### src/rtl/pipe_mem_pkg.sv
// Shared types and default sizing for the IF/MEM memory arbiter.
// Latency: n/a (declarations only).
// Backpressure: n/a.
package pipe_mem_pkg;

   localparam int DEF_AW  = 32;
   localparam int DEF_DW  = 32;
   localparam int DEF_TMO = 255;

   typedef enum logic [1:0] {
      IDLE     = 2'd0,
      MEM_BUSY = 2'd1,
      IF_BUSY  = 2'd2
   } arb_state_e;

endpackage

### src/rtl/pipe_mem_arbiter_if.sv
// Request/ack bus between the arbiter (master) and the single-ported memory (slave).
// Latency: n/a (wires only).
// Backpressure: the master holds Mem_* stable until Mem_Ack or timeout.
interface pipe_mem_arbiter_if
   import pipe_mem_pkg::*;
#(
   parameter int AW = DEF_AW,
   parameter int DW = DEF_DW
);
   logic          Mem_Req;
   logic          Mem_We;
   logic [AW-1:0] Mem_Addr;
   logic [DW-1:0] Mem_Wdata;
   logic          Mem_Ack;
   logic [DW-1:0] Mem_Rdata;

   modport master (
      output Mem_Req, Mem_We, Mem_Addr, Mem_Wdata,
      input  Mem_Ack, Mem_Rdata
   );

   modport slave (
      input  Mem_Req, Mem_We, Mem_Addr, Mem_Wdata,
      output Mem_Ack, Mem_Rdata
   );
endinterface

### src/rtl/pipe_ack_timer.sv
// Counts busy cycles of one memory access and flags expiry on the TMO-th busy cycle.
// Latency: expire is combinational from the count register (asserted in busy cycle TMO).
// Backpressure: none; clr has priority over counting.
module pipe_ack_timer
   import pipe_mem_pkg::*;
#(
   parameter int TMO = DEF_TMO
) (
   input  logic Clk,
   input  logic Rst,
   input  logic clr,
   input  logic run,
   output logic expire
);
   localparam int            CW   = $clog2(TMO + 1);
   localparam logic [CW-1:0] LAST = CW'(TMO - 1);

   logic [CW-1:0] cnt_q;
   logic [CW-1:0] cnt_d;

   // the count holds at LAST; the access ends that same cycle anyway
   always_comb begin
      cnt_d = cnt_q;
      if (clr) begin
         cnt_d = '0;
      end else if (run && (cnt_q != LAST)) begin
         cnt_d = cnt_q + CW'(1);
      end
   end

   assign expire = run & (cnt_q == LAST);

   // count register
   always_ff @(posedge Clk) begin
      if (Rst) begin
         cnt_q <= '0;
      end else begin
         cnt_q <= cnt_d;
      end
   end
endmodule

### src/rtl/pipe_mem_arbiter.sv
// Shares one variable-latency memory between IF and MEM, MEM first, one access in flight.
// Latency: 2 cycles request-to-Stall-low for one access, 4 for IF plus MEM.
// Backpressure: Stall freezes the pipeline until every needed access has completed.
module pipe_mem_arbiter
   import pipe_mem_pkg::*;
#(
   parameter int AW  = DEF_AW,
   parameter int DW  = DEF_DW,
   parameter int TMO = DEF_TMO
) (
   input  logic          Clk,
   input  logic          Rst,
   input  logic          If_Req,
   input  logic [AW-1:0] If_Addr,
   output logic [DW-1:0] If_Rdata,
   input  logic          M_Req,
   input  logic          M_We,
   input  logic [AW-1:0] M_Addr,
   input  logic [DW-1:0] M_Wdata,
   output logic [DW-1:0] M_Rdata,
   output logic          Stall,
   output logic          Bus_Err,
   pipe_mem_arbiter_if.master mem
);
   arb_state_e    state_q,     state_d;
   logic          mem_req_q,   mem_req_d;
   logic          mem_we_q,    mem_we_d;
   logic [AW-1:0] mem_addr_q,  mem_addr_d;
   logic [DW-1:0] mem_wdata_q, mem_wdata_d;
   logic [DW-1:0] if_rdata_q,  if_rdata_d;
   logic [DW-1:0] m_rdata_q,   m_rdata_d;
   logic [AW-1:0] if_tag_q,    if_tag_d;
   logic          m_done_q,    m_done_d;
   logic          if_done_q,   if_done_d;
   logic          bus_err_q,   bus_err_d;

   logic          busy;
   logic          ack_evt;
   logic          tmo_evt;
   logic          done_evt;
   logic          tmr_expire;
   logic [DW-1:0] rdata;
   logic          need_m;
   logic          need_if;
   logic          stall;

   assign busy     = (state_q != IDLE);
   // a real ack in the expiry cycle wins over the timeout
   assign ack_evt  = busy & mem.Mem_Ack;
   assign tmo_evt  = busy & ~mem.Mem_Ack & tmr_expire;
   assign done_evt = ack_evt | tmo_evt;
   assign rdata    = ack_evt ? mem.Mem_Rdata : '0;

   // a fetch is satisfied only while the registered instruction matches the current PC
   assign need_m  = M_Req & ~m_done_q;
   assign need_if = If_Req & ~(if_done_q & (if_tag_q == If_Addr));
   assign stall   = need_m | need_if;

   pipe_ack_timer #(
      .TMO (TMO)
   ) u_timer (
      .Clk    (Clk),
      .Rst    (Rst),
      .clr    (~busy | done_evt),
      .run    (busy),
      .expire (tmr_expire)
   );

   // issue/complete FSM plus done-flag bookkeeping
   always_comb begin
      state_d     = state_q;
      mem_req_d   = mem_req_q;
      mem_we_d    = mem_we_q;
      mem_addr_d  = mem_addr_q;
      mem_wdata_d = mem_wdata_q;
      if_rdata_d  = if_rdata_q;
      m_rdata_d   = m_rdata_q;
      if_tag_d    = if_tag_q;
      m_done_d    = m_done_q;
      if_done_d   = if_done_q;
      bus_err_d   = bus_err_q;

      unique case (state_q)
         IDLE: begin
            if (need_m) begin
               mem_req_d   = 1'b1;
               mem_we_d    = M_We;
               mem_addr_d  = M_Addr;
               mem_wdata_d = M_Wdata;
               state_d     = MEM_BUSY;
            end else if (need_if) begin
               mem_req_d  = 1'b1;
               mem_we_d   = 1'b0;
               mem_addr_d = If_Addr;
               state_d    = IF_BUSY;
            end
         end
         MEM_BUSY: begin
            if (done_evt) begin
               mem_req_d = 1'b0;
               state_d   = IDLE;
               m_done_d  = 1'b1;
               if (!mem_we_q) begin
                  m_rdata_d = rdata;
               end
            end
         end
         IF_BUSY: begin
            if (done_evt) begin
               mem_req_d = 1'b0;
               state_d   = IDLE;
               // a redirected PC drops the stale word and refetches from IDLE
               if (If_Addr == mem_addr_q) begin
                  if_rdata_d = rdata;
                  if_tag_d   = mem_addr_q;
                  if_done_d  = 1'b1;
               end
            end
         end
         default: begin
            state_d   = IDLE;
            mem_req_d = 1'b0;
         end
      endcase

      if (tmo_evt) begin
         bus_err_d = 1'b1;
      end

      // pipeline advance: the next instruction starts with no accesses done
      if (!stall) begin
         m_done_d  = 1'b0;
         if_done_d = 1'b0;
      end
   end

   // state and output registers
   always_ff @(posedge Clk) begin
      if (Rst) begin
         state_q     <= IDLE;
         mem_req_q   <= 1'b0;
         mem_we_q    <= 1'b0;
         mem_addr_q  <= '0;
         mem_wdata_q <= '0;
         if_rdata_q  <= '0;
         m_rdata_q   <= '0;
         if_tag_q    <= '0;
         m_done_q    <= 1'b0;
         if_done_q   <= 1'b0;
         bus_err_q   <= 1'b0;
      end else begin
         state_q     <= state_d;
         mem_req_q   <= mem_req_d;
         mem_we_q    <= mem_we_d;
         mem_addr_q  <= mem_addr_d;
         mem_wdata_q <= mem_wdata_d;
         if_rdata_q  <= if_rdata_d;
         m_rdata_q   <= m_rdata_d;
         if_tag_q    <= if_tag_d;
         m_done_q    <= m_done_d;
         if_done_q   <= if_done_d;
         bus_err_q   <= bus_err_d;
      end
   end

   assign mem.Mem_Req   = mem_req_q;
   assign mem.Mem_We    = mem_we_q;
   assign mem.Mem_Addr  = mem_addr_q;
   assign mem.Mem_Wdata = mem_wdata_q;
   assign If_Rdata      = if_rdata_q;
   assign M_Rdata       = m_rdata_q;
   assign Stall         = stall;
   assign Bus_Err       = bus_err_q;
endmodule

### src/flat_wrapper.sv
// flat-port wrapper written by rule: the top's interface ports become plain ports
module pipe_mem_arbiter_flat import pipe_mem_pkg::*;
#(
   parameter int AW  = DEF_AW,
   parameter int DW  = DEF_DW,
   parameter int TMO = DEF_TMO
)
  (Clk, Rst, If_Req, If_Addr, If_Rdata, M_Req, M_We, M_Addr, M_Wdata, M_Rdata, Stall, Bus_Err, mem_Mem_Req, mem_Mem_We, mem_Mem_Addr, mem_Mem_Wdata, mem_Mem_Ack, mem_Mem_Rdata);
  pipe_mem_arbiter_if #(.AW(AW), .DW(DW)) mem_i ();
  input  logic Clk;
  input  logic Rst;
  input  logic If_Req;
  input  logic [AW-1:0] If_Addr;
  output logic [DW-1:0] If_Rdata;
  input  logic M_Req;
  input  logic M_We;
  input  logic [AW-1:0] M_Addr;
  input  logic [DW-1:0] M_Wdata;
  output logic [DW-1:0] M_Rdata;
  output logic Stall;
  output logic Bus_Err;
  output wire logic [$bits(mem_i.Mem_Req)-1:0] mem_Mem_Req;
  output wire logic [$bits(mem_i.Mem_We)-1:0] mem_Mem_We;
  output wire logic [$bits(mem_i.Mem_Addr)-1:0] mem_Mem_Addr;
  output wire logic [$bits(mem_i.Mem_Wdata)-1:0] mem_Mem_Wdata;
  input wire logic [$bits(mem_i.Mem_Ack)-1:0] mem_Mem_Ack;
  input wire logic [$bits(mem_i.Mem_Rdata)-1:0] mem_Mem_Rdata;
  assign mem_Mem_Req = mem_i.Mem_Req;
  assign mem_Mem_We = mem_i.Mem_We;
  assign mem_Mem_Addr = mem_i.Mem_Addr;
  assign mem_Mem_Wdata = mem_i.Mem_Wdata;
  assign mem_i.Mem_Ack = mem_Mem_Ack;
  assign mem_i.Mem_Rdata = mem_Mem_Rdata;
  pipe_mem_arbiter #(.AW(AW), .DW(DW), .TMO(TMO)) u_core (.Clk(Clk), .Rst(Rst), .If_Req(If_Req), .If_Addr(If_Addr), .If_Rdata(If_Rdata), .M_Req(M_Req), .M_We(M_We), .M_Addr(M_Addr), .M_Wdata(M_Wdata), .M_Rdata(M_Rdata), .Stall(Stall), .Bus_Err(Bus_Err), .mem(mem_i));
endmodule
### config.mk
export PLATFORM = sky130hd
export DESIGN_NAME = pipe_mem_arbiter_flat
export DESIGN_NICKNAME = d
export VERILOG_FILES = /design/src/rtl/pipe_mem_pkg.sv /design/src/rtl/pipe_mem_arbiter_if.sv /design/src/rtl/pipe_ack_timer.sv /design/src/rtl/pipe_mem_arbiter.sv /design/src/flat_wrapper.sv
export SDC_FILE = /design/constraint.sdc
export NUM_CORES = 1
export LEC_CHECK = 0
export ABC_AREA = 1
export CELL_PAD_IN_SITES_DETAIL_PLACEMENT = 0
export CELL_PAD_IN_SITES_GLOBAL_PLACEMENT = 1
export CORE_UTILIZATION = 29
export CTS_BUF_LIST = sky130_fd_sc_hd__clkbuf_2
export CTS_CLUSTER_SIZE = 28
export DETAILED_ROUTE_END_ITERATION = 12
export PLACE_DENSITY = 0.79
export SLEW_MARGIN = 20
export SYNTH_ARGS = -nofsm -noshare
export SYNTH_HDL_FRONTEND = slang
export SYNTH_SLANG_ARGS = --single-unit
### constraint.sdc
create_clock -name Clk -period 2.1 [get_ports Clk]
set_clock_uncertainty 0.1 [all_clocks]
set_input_delay 0.315 -clock Clk [delete_from_list [all_inputs] [get_ports Clk]]
set_output_delay 0.315 -clock Clk [all_outputs]
set_load 0.005 [all_outputs]
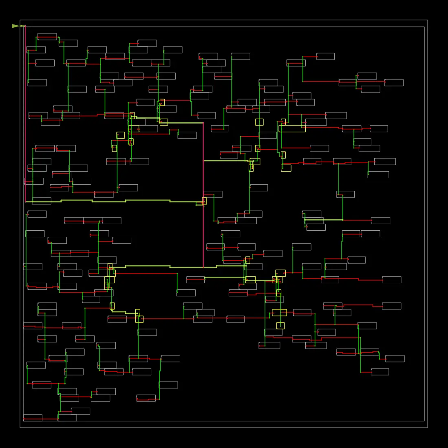
(clock routing)
number of clock buffers in the layout: 17
CTS sink cnt: 175

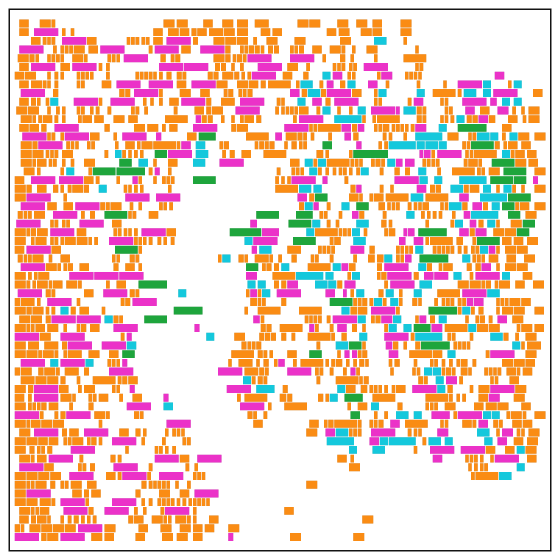
(cell sizes after repair)
colour	size	cells	most used
orange	x1 and smaller	1236	nor2_1
green	x6 and larger	44	buf_12
magenta	x2	221	dfxtp_2
cyan	x3 and x4	141	buf_4

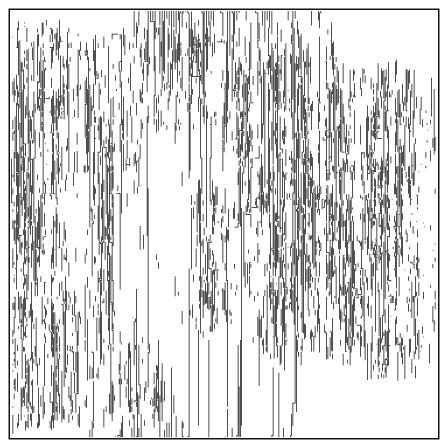
(metal 2)
share of all routed wire	47%
wire length on this layer	15200 um
longest straight run	85.7 um
main direction	vertical
nets with wire on the layer	1395

==> results_slide.txt <==
Physical Implementation Snapshot

Worst setup path
  • CP Class: register to register
  • Crit path DRT: 2.65 ns
  • Crit-path max cell delay: slightly below 0.4 ns
  • Max Fanout on Critical Path: 6
  • Slowest-stage cell, CP: dfxtp_1
  • Crit start category: register
  • Critical Path End Type: register
  • Crit-path cells: xnor2_1 > nand2_1 > nor2_1 > nand2_1 > nor2_1 > nand2_1 > nand2_1 > nand2_2 > buf_6 > buf_6 > buf_6 > buf_6 > buf_6 > buf_12 > nand2_8 > buf_12 > nand2_4 > a21oi_2
  • CP arrival: 3.12 ns
  • Crit-path most repeated cell: buf_6
  • R2R depth: 18

Timing
  • Final min period: 2.56 ns
  • Slew Viols, Final: 0
  • RSZ-0062 raised after global routing: true
  • Setup tns final: -15.51 ns
  • Period utilisation layout: 1.22
  • Count of final hold-check violations: 0
  • Setup slack after layout: -0.462 ns
  • Count of final setup violators: 53
  • Max transition margin: 0.570
  • Slew @ Worst Pin: 0.645 ns
  • Fmax: between 0.3 and 0.4 GHz

Routing
  • DRT Pass-1 Iters: 5
  • Starting DRT DRC Count: 559
  • Per-cell routed wire length: 15.9 um
  • Remaining antenna violation count: 0
  • Routed Wire Length: about 32000 um
  • Total number of vias: 9213
  • DRC: 0
  • Via/cell ratio: 4.57

Clock tree
  • CTS tree: yes
  • Clock Root Buffer: clkbuf_2
  • Longest Clk Path Bufs: 2
  • CTS H-tree depth: 4
  • Clock-pin slew on the worst setup and hold paths: 0.31 ns
  • Clk_lat worst skew: 0.75 ns
  • Num CTS Buffers: 17

Placed design
  • Port buffer count: 265
  • HPWL Detailed: between 20000 and 25000 um
  • Dpl cells: 1894
  • DP Area: 11700 um2
  • GPL Wtd Cong: 0.882

Floorplan
  • Row cnt: about 60
  • Chip Area: 28500 um2
  • Core ar.: 27100 um2
  • I/O Pins: 266
  • Fp util: 0.298
  • Chip height: ~170 um
  • Die X: 169 um

GRT
  • Total Routing Usage GR: 0.213
  • Total congestion overflow: 0
  • Largest net degree at the start of global routing: 65
  • First-pass GRT wire length: 47000 um
  • Antenna violations before repair: 1
  • Vias in the first global route: 8746

Worst hold path
  • Hold WC Path Type: input port to register
  • WHS Path Cells: 5

Power
  • Pwr per Cell Area: 627 nW/um2
  • Lkg Pwr: slightly above 7 nW
  • Peak supply drop: 0.361 mV
  • Total Power: 0.00846 W

Synthesis
  • Syn avg cell area: 6.55 um2
  • Post-Syn Area: 8060 um2
  • Synth Seq Share: 0.434
  • Net Count, Synth: between 1k and 1.5k
  • Post-synth regs: 175
  • Cells in synth_stat.txt: roughly 1.2k
  • Gate count after technology mapping: 1231
  • Yosys synthesis chip area: 8060 um2
  • Ys Warns: 0
  • Synth cell types: 30

Final layout
  • Top cell excl fill/tap: nor2_1
  • Combinational Area: 4220 um2
  • Fillers: 2665
  • Design Area, Final: 13500 um2
  • Share of layout cells above drive strength 1: 0.247
  • Final Util: 0.498
  • Fin nets: between 1.5k and 2k
  • Layout area overhead: 67.2%
  • Register area: approximately 3700 um2
  • Final Instance Count excl. Fillers: just over 2k
  • Most frequent cells in the layout: 272 x nor2_1, 269 x nand2_1, 133 x clkdlybuf4s50_1, 128 x inv_1, 128 x dfxtp_2

Outcome
  • Status: finished with violations
  • Failing checks: setup timing

Run
  • Max-cap violations: 0
  • Log Warnings: 31
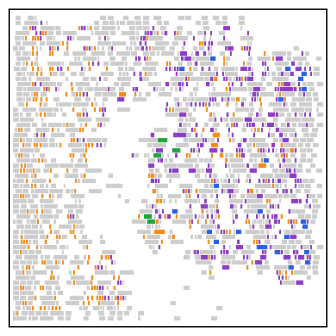
(selected gate families)
colour	family	cells
purple	nand cells	370
green	fa/ha/maj cells	5
blue	xor and xnor cells	22
orange	nor cells	290

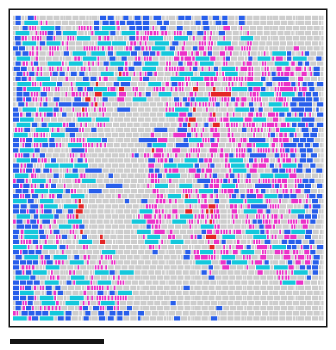
(placement by cell class)
Scale bar: 50 um. Fill, decap, tap and diode cells in grey.
colour	class	cells	share of their area
magenta	remaining logic cells	993	36%
cyan	registers	175	28%
red	clock drivers and dummy loads	31	1.9%
blue	remaining buffers and delay cells	443	33%

## synthesized netlist by cell type (all sizes together)
cell,number,area share
clkbuf,44,0.021
ha,5,0.0078
a21oi,60,0.037
nor4,2,0.0016
and3,2,0.0016
nor2,281,0.13
dfxtp,175,0.43
o21ai,98,0.061
buf,19,0.017
a211oi,1,0.00093
o2111ai,2,0.0022
nor3,7,0.0057
xnor2,15,0.016
or2,1,0.00078
inv,134,0.062
o22ai,8,0.0062
nand4,8,0.0070
nand3,52,0.032
nand2,310,0.15
xor2,7,0.0076
## metrics by stage
stage / setup WS [ns] / hold WS (ns)
after floorplan: 0.101 / 0.322
after global placement: -0.569 / 0.338
after detailed placement: -0.549 / 0.343
after CTS: -0.495 / 0.00636
after global routing: -0.675 / -0.000929
final: -0.462 / 0.0820
## what timing repair did
item / 4_1_cts / 5_1_grt
hold buffers: 46 / 2
hold endpoints to repair: 62 / 2
cloned: 0 / 9
setup endpoints to repair: 131 / 146
buffers inserted: 25 / 8
resized: 268 / 160
pin swaps: 3 / 34
## critical path: cells and delay by family (launching register included)
kind | cells | cell delay [ns]
DFF | 1 | 0.39
AOI/OAI and AO/OA | 1 | 0.12
buffers and inverters | 7 | 0.84
and+or+nand+nor | 9 | 0.82
xor gates and xnor gates | 1 | 0.18
## final timing paths
check	from	to	slack, ns
worst max-delay path	u_core.if_tag_q[8]	u_core.mem.Mem_We	-0.46
worst min register to register	u_core.Bus_Err	u_core.Bus_Err	0.36
worst min-delay path	M_Addr[6]	u_core.mem.Mem_Addr[6]	0.08
worst max register to register	u_core.if_tag_q[8]	u_core.mem.Mem_We	-0.46
## area by class of cell
| class | instances | share of cell area |
|---|---|---|
| diodes | 1 | 0.000186 |
| clock buffers | 17 | 0.00631 |
| clock inverters | 14 | 0.0123 |
| inverters | 134 | 0.0376 |
| multi-input cells | 859 | 0.313 |
| flip-flops and latches | 175 | 0.274 |
| well taps | 372 | 0.0345 |
| repair buffers | 443 | 0.322 |
## routing by layer
metal | vias up | track usage | part of all wire
met5 | - | 0 | 0
met4 | 0 | 0.0490 | 0.013
met3 | 28 | 0.0727 | 0.098
met2 | 365 | 0.359 | 0.47
met1 | 4224 | 0.259 | 0.42
li1 | 4596 | - | -
## flip-flops by register name (all words and copies together) (netlist names), 2 cells and up
register,flops
u_core.M_Rdata,32
u_core.If_Rdata,32
u_core.mem.Mem_Addr,32
u_core.if_tag_q,32
u_core.u_timer.cnt_q,8
u_core.mem.Mem_Wdata,32
u_core.state_q,2
## power breakdown
group | leakage [nW] | switching [W] | total, W | internal [W]
sequential | 1.49 | 0.000143 | 0.00376 | 0.00362
clock | 0.153 | 0.00143 | 0.00193 | 0.000503
combinational | 5.40 | 0.00145 | 0.00277 | 0.00132
## cells by family (layout without fill, tap and decap cells)
group / after synthesis / in the layout / share of synthesized area
AOI/OAI and AO/OA: 169 / 169 / 0.107
xor gates and xnor gates: 22 / 22 / 0.0239
adders and majority gates: 5 / 5 / 0.00776
buffers and inverters: 197 / 608 / 0.100
DFF: 175 / 175 / 0.434
other: 0 / 1 / 0
and+or+nand+nor: 663 / 663 / 0.326
No activity file was given, so power comes from the tool's default toggle rates.
